`src/rtl/port_in.sv`:
```
`default_nettype none
// +----------------------------------------------------------------------------+
// | port_in : 8-bit synchronized, debounced input port with edge events / irq   |
// | Optional: define PORT_IN_IRQ_EN to build the EVENT/IRQ_EN/EDGE_SEL logic.   |
// | Revision: 1.0                                                              |
// +----------------------------------------------------------------------------+
module port_in #(
  parameter int unsigned DEBOUNCE_CYCLES = 48000,
  parameter logic [7:0]  RESET_STATE     = 8'hFF
) (
  input  logic       clk_48mhz,
  input  logic       reset,
  input  logic [7:0] pins_in,
  input  logic [1:0] addr,
  input  logic       rd,
  input  logic       wr,
  input  logic [7:0] wr_data,
  output logic [7:0] rd_data,
  output logic       irq
);

  localparam int unsigned         c_cnt_w    = $clog2(DEBOUNCE_CYCLES + 1);
  localparam logic [c_cnt_w-1:0] c_cnt_last = c_cnt_w'(DEBOUNCE_CYCLES - 1);
  localparam logic [c_cnt_w-1:0] c_cnt_one  = c_cnt_w'(1);

  logic [7:0] r_sync1;
  logic [7:0] r_sync2;
  logic [7:0] w_deb;
  logic [7:0] w_event;
  logic [7:0] w_irq_en;
  logic [7:0] w_edge_sel;
  logic [7:0] w_rd_mux;
  logic [7:0] r_rd_data;

  always_ff @(posedge clk_48mhz) begin
    if (reset) begin
      r_sync1 <= RESET_STATE;
      r_sync2 <= RESET_STATE;
    end else begin
      r_sync1 <= pins_in;
      r_sync2 <= r_sync1;
    end
  end

  generate
    for (genvar gi = 0; gi < 8; gi++) begin : g_bit
      logic               r_bit;
      logic [c_cnt_w-1:0] r_cnt;

      // The count tracks consecutive disagreeing samples; agreement restarts it.
      always_ff @(posedge clk_48mhz) begin
        if (reset) begin
          r_bit <= RESET_STATE[gi];
          r_cnt <= '0;
        end else if (r_sync2[gi] == r_bit) begin
          r_cnt <= '0;
        end else if (r_cnt == c_cnt_last) begin
          r_bit <= r_sync2[gi];
          r_cnt <= '0;
        end else begin
          r_cnt <= r_cnt + c_cnt_one;
        end
      end

      assign w_deb[gi] = r_bit;
    end
  endgenerate

`ifdef PORT_IN_IRQ_EN
  logic [7:0] r_deb_q;
  logic [7:0] r_event;
  logic [7:0] r_irq_en;
  logic [7:0] r_edge_sel;
  logic       r_irq;
  logic [7:0] w_set;
  logic [7:0] w_clr;

  always_comb begin
    w_set = ((w_deb & ~r_deb_q) & r_edge_sel) | ((~w_deb & r_deb_q) & ~r_edge_sel);
    w_clr = (wr && addr == 2'd1) ? wr_data : 8'h00;
  end

  // Set has priority over a same-cycle write-one-to-clear.
  always_ff @(posedge clk_48mhz) begin
    if (reset) begin
      r_deb_q    <= RESET_STATE;
      r_event    <= 8'h00;
      r_irq_en   <= 8'h00;
      r_edge_sel <= 8'h00;
      r_irq      <= 1'b0;
    end else begin
      r_deb_q <= w_deb;
      r_event <= (r_event & ~w_clr) | w_set;
      if (wr && addr == 2'd2) begin
        r_irq_en <= wr_data;
      end
      if (wr && addr == 2'd3) begin
        r_edge_sel <= wr_data;
      end
      r_irq <= |(r_event & r_irq_en);
    end
  end

  assign w_event    = r_event;
  assign w_irq_en   = r_irq_en;
  assign w_edge_sel = r_edge_sel;
  assign irq        = r_irq;
`else
  logic w_unused;

  assign w_unused   = ^{wr, wr_data};
  assign w_event    = 8'h00;
  assign w_irq_en   = 8'h00;
  assign w_edge_sel = 8'h00;
  assign irq        = 1'b0;
`endif

  always_comb begin
    w_rd_mux = 8'h00;
    case (addr)
      2'd0:    w_rd_mux = w_deb;
      2'd1:    w_rd_mux = w_event;
      2'd2:    w_rd_mux = w_irq_en;
      default: w_rd_mux = w_edge_sel;
    endcase
  end

  always_ff @(posedge clk_48mhz) begin
    if (reset) begin
      r_rd_data <= 8'h00;
    end else if (rd) begin
      r_rd_data <= w_rd_mux;
    end
  end

  assign rd_data = r_rd_data;

endmodule
`default_nettype wire

```
`config.mk`:
```
export PLATFORM = sky130hd
export DESIGN_NAME = port_in
export DESIGN_NICKNAME = d
export VERILOG_FILES = /design/src/rtl/port_in.sv
export SDC_FILE = /design/constraint.sdc
export NUM_CORES = 1
export LEC_CHECK = 0
export CAP_MARGIN = 40
export CORE_UTILIZATION = 60
export DETAILED_ROUTE_END_ITERATION = 10
export DONT_BUFFER_PORTS = 1
export PLACE_DENSITY = 0.76
export SETUP_SLACK_MARGIN = 0.02
export SKIP_CTS_REPAIR_TIMING = 1
export SYNTH_ARGS = -nofsm -noshare
export SYNTH_HDL_FRONTEND = slang
export SYNTH_SLANG_ARGS = --single-unit
```
`constraint.sdc`:
```
create_clock -name clk_48mhz -period 3.4 [get_ports clk_48mhz]
set_input_delay 0.51 -clock clk_48mhz [delete_from_list [all_inputs] [get_ports clk_48mhz]]
set_output_delay 0.51 -clock clk_48mhz [all_outputs]
set_load 0.005 [all_outputs]
```
==> metrics.cfg <==
[final_layout]
final_common_cell=dfxtp_1
diodes=0
fin_util_pct=68.0
nets=784
drive_above_1_share_pct=7.04
layout.cells.most_common_list=dfxtp_1 (160), nor2_1 (147), xnor2_1 (89)

[cts]
clkTransAtPathRegs_ns=0.07
clock_latency_ns=0.43
cts.sinks=160
cts_made_buffers=17
cts_buffer_depth=2
cts_tree=built

[final_timing]
fmax_ghz=0.455
period_needed_ns=2.20
fin_setup_tns_ns=0
worst_pin_slew_ns=0.747
final_max_slew_viol_count=0
hold_ws_ns=0.149
setup_viol=0
slew_headroom_pct=50.0
rsz0062_at_grt=no
finalHoldViolCount=0
period_used_pct=64.7

[setup_path]
max_stage_delay_ns=0.58
start_kind=register
crit_family=simple AND/OR/NAND/NOR gates
end_kind=register
path_class=reg -> reg
crit_required_ns=3.70
cp_num_buf_inv=0
cp_max_fo=16

[min_path]
min_path_type=in -> reg

[global_routing]
grt_max_degree=41
grt_pass1_wl_mm=20.7
gr-total-overflow=0
antenna_found_initial=0
grt_pass1_vias=4821

[logic_synthesis]
edf_count=0
ys_area_um2=6780
synth_top_area_share_pct=47.2
ys_warn_count=0
async_reset_ff_share_pct=0
yosys_cells=756
yosysTopAreaCell=dfxtp_1
ys_top_cells_by_area=dfxtp_1 (47%), xnor2_1 (11%), nor2_1 (8.1%)
syn_avg_cell_area_um2=8.97
synth_flops=160
synth_nets=786
flop_cell=dfxtp_1
synth_seq_share_pct=47.2

[die]
die_h_um=108
fp_util_pct=62.0
core_area_um2=10900
chipWidth_um=108
fp.dieArea_um2=11700
rows=38

[power]
p_per_area_nw_per_um2=531
peakVddDrop_mv=0.390
leakage_nw=2.13

[detailed_routing]
drt_pass1_iterations=4
drt-met1-wl_mm=5.38
ant_nets=0
met3_length_um=489

[run_status]
status=completed

[placed_design]
routabilityCongestion=0.876

[run]
max_cap_viol_count=0
log.warning_count=35

[flip-flops by register name, summed over array words and instances, names as in the netlist]
| register | flops |
|---|---|
| r_sync1 | 8 |
| g_bit.r_bit | 8 |
| r_sync2 | 8 |
| rd_data | 8 |
| g_bit.r_cnt | 128 |
[final cells by class]
cell class | count | area [um^2]
fill | 864 | 3500
multi-input combinational | 547 | 3320
clock buffer | 20 | 447
sequential | 160 | 3200
clock inverter | 12 | 184
inverter | 28 | 105
tap | 140 | 175
[logic make-up after synthesis]
kind of cell             Yosys count  synth area share [%]
AND/OR/NAND/NOR                  393                  29.4
flip-flops                       160                  47.2
XOR/XNOR                         115                  14.9
buffers and inverters             49                  3.78
AND-OR/OR-AND                     26                  2.55
adder cells (fa/ha/maj)            8                  1.48
multiplexers                       4                 0.591
other                              1                0.0553
[cell usage after synthesis (all sizes together) (8+ instances only)]
master / n
xnor2: 89
buf: 12
a21oi: 13
nor3: 20
nor4: 37
or2: 20
ha: 8
dfxtp: 160
nand2b: 16
nand3: 49
nor2: 147
nand4: 42
inv: 28
xor2: 26
nand2: 32
clkbuf: 9
[worst paths after layout]
| path | startpoint | to | slack [ns] | cells past startpoint |
|---|---|---|---|---|
| max | g_bit[5].r_cnt[0]$_SDFF_PP0_ | g_bit[5].r_cnt[4]$_SDFF_PP0_ | 1.20 | 5 |
| max reg2reg | g_bit[5].r_cnt[0]$_SDFF_PP0_ | g_bit[5].r_cnt[4]$_SDFF_PP0_ | 1.20 | 5 |
| min reg2reg | r_sync1[4]$_SDFF_PP1_ | r_sync2[4]$_SDFF_PP1_ | 0.41 | 1 |
| min | reset | rd_data[2]$_SDFFE_PP0P_ | 0.15 | 1 |
[power breakdown]
| part | internal, mW | total (mW) | switching [mW] |
|---|---|---|---|
| Sequential | 1.89 | 1.90 | 0.00974 |
| Combinational | 0.0166 | 0.0369 | 0.0203 |
| Clock | 1.25 | 2.01 | 0.759 |
[metrics by stage]
step | instances | power [mW] | worst slack [ns] | cell area (um^2)
3_3_place_gp | 875 | 1.98 | 1.32 | 6800
2_1_floorplan | 756 | 1.98 | 1.62 | 6780
3_5_place_dp | 875 | 1.98 | 1.24 | 6800
5_1_grt | 907 | 4.08 | 1.01 | 7430
6_report | 907 | 3.95 | 1.20 | 7430
4_1_cts | 907 | 3.99 | 1.20 | 7430
[layer usage]
layer / track usage (%) / up-vias
li1: - / 2566
met1: 24.7 / 2315
met2: 39.8 / 78
met3: 7.23 / 18
met4: 10.5 / 0
met5: 0 / -
==> images/layer_met4.png <==
Supply wires on this layer in gray.
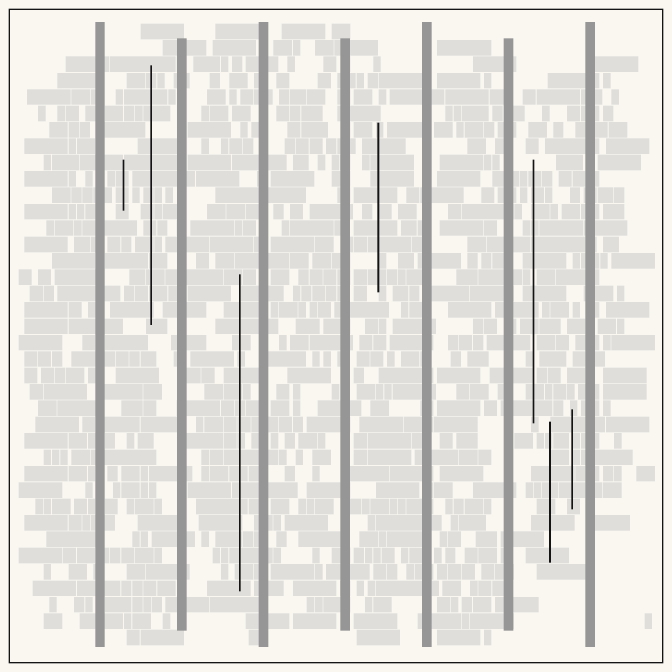
share of all routed wire: 1.8%
wire length on this layer: 214 um
nets with wire on the layer: 3
main direction: vertical
longest straight run: 52.4 um

==> images/sizes.png <==
Scale bar: 20 um.
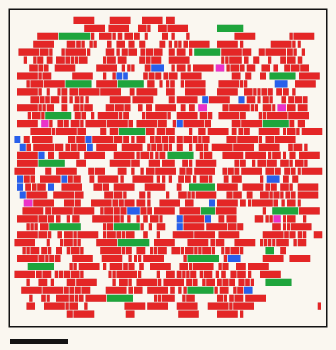
legend:
  magenta:
    size: _3 and _4 cells
    cells: 6
    share: 0.78%
    most_used: clkinv_4
  red:
    size: _0 and _1 cells
    cells: 713
    share: 93%
    most_used: dfxtp_1
  blue:
    size: _2 cells
    cells: 25
    share: 3.3%
    most_used: or2_2
  green:
    size: _6 and larger
    cells: 23
    share: 3.0%
    most_used: clkbuf_16
Synth-to-Final Area Change: 9.65%
Non-clock buffers: 0
fin area: 7430 um^2

==> images/wires.png <==
Scale bar: 20 um.
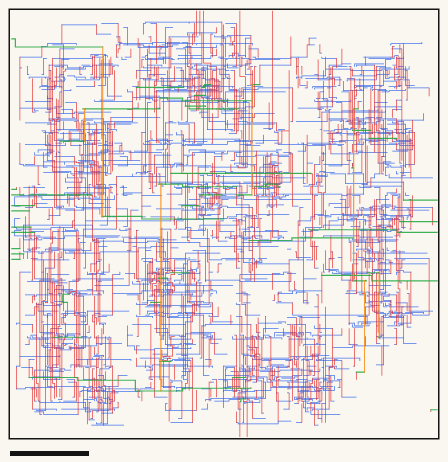
legend:
  green:
    layer: metal 3
    wire_length: 489 um
  orange:
    layer: metal 4
    wire_length: 214 um
  red:
    layer: metal 2
    wire_length: 5,920 um
  blue:
    layer: metal 1
    wire_length: 5,380 um
total track usage: 22.6%
wire per inst: 13.2 um
routed wire length: 12.0 mm
vias: 4,977

==> images/placement.png <==
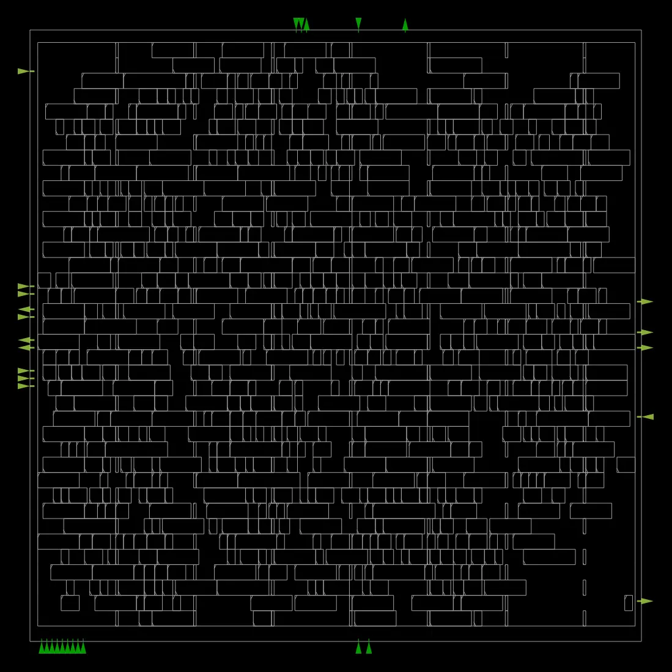
Finished Layout Cells: 907
Well-Tap Cells: 140

Power and IR drop assume default switching activity.
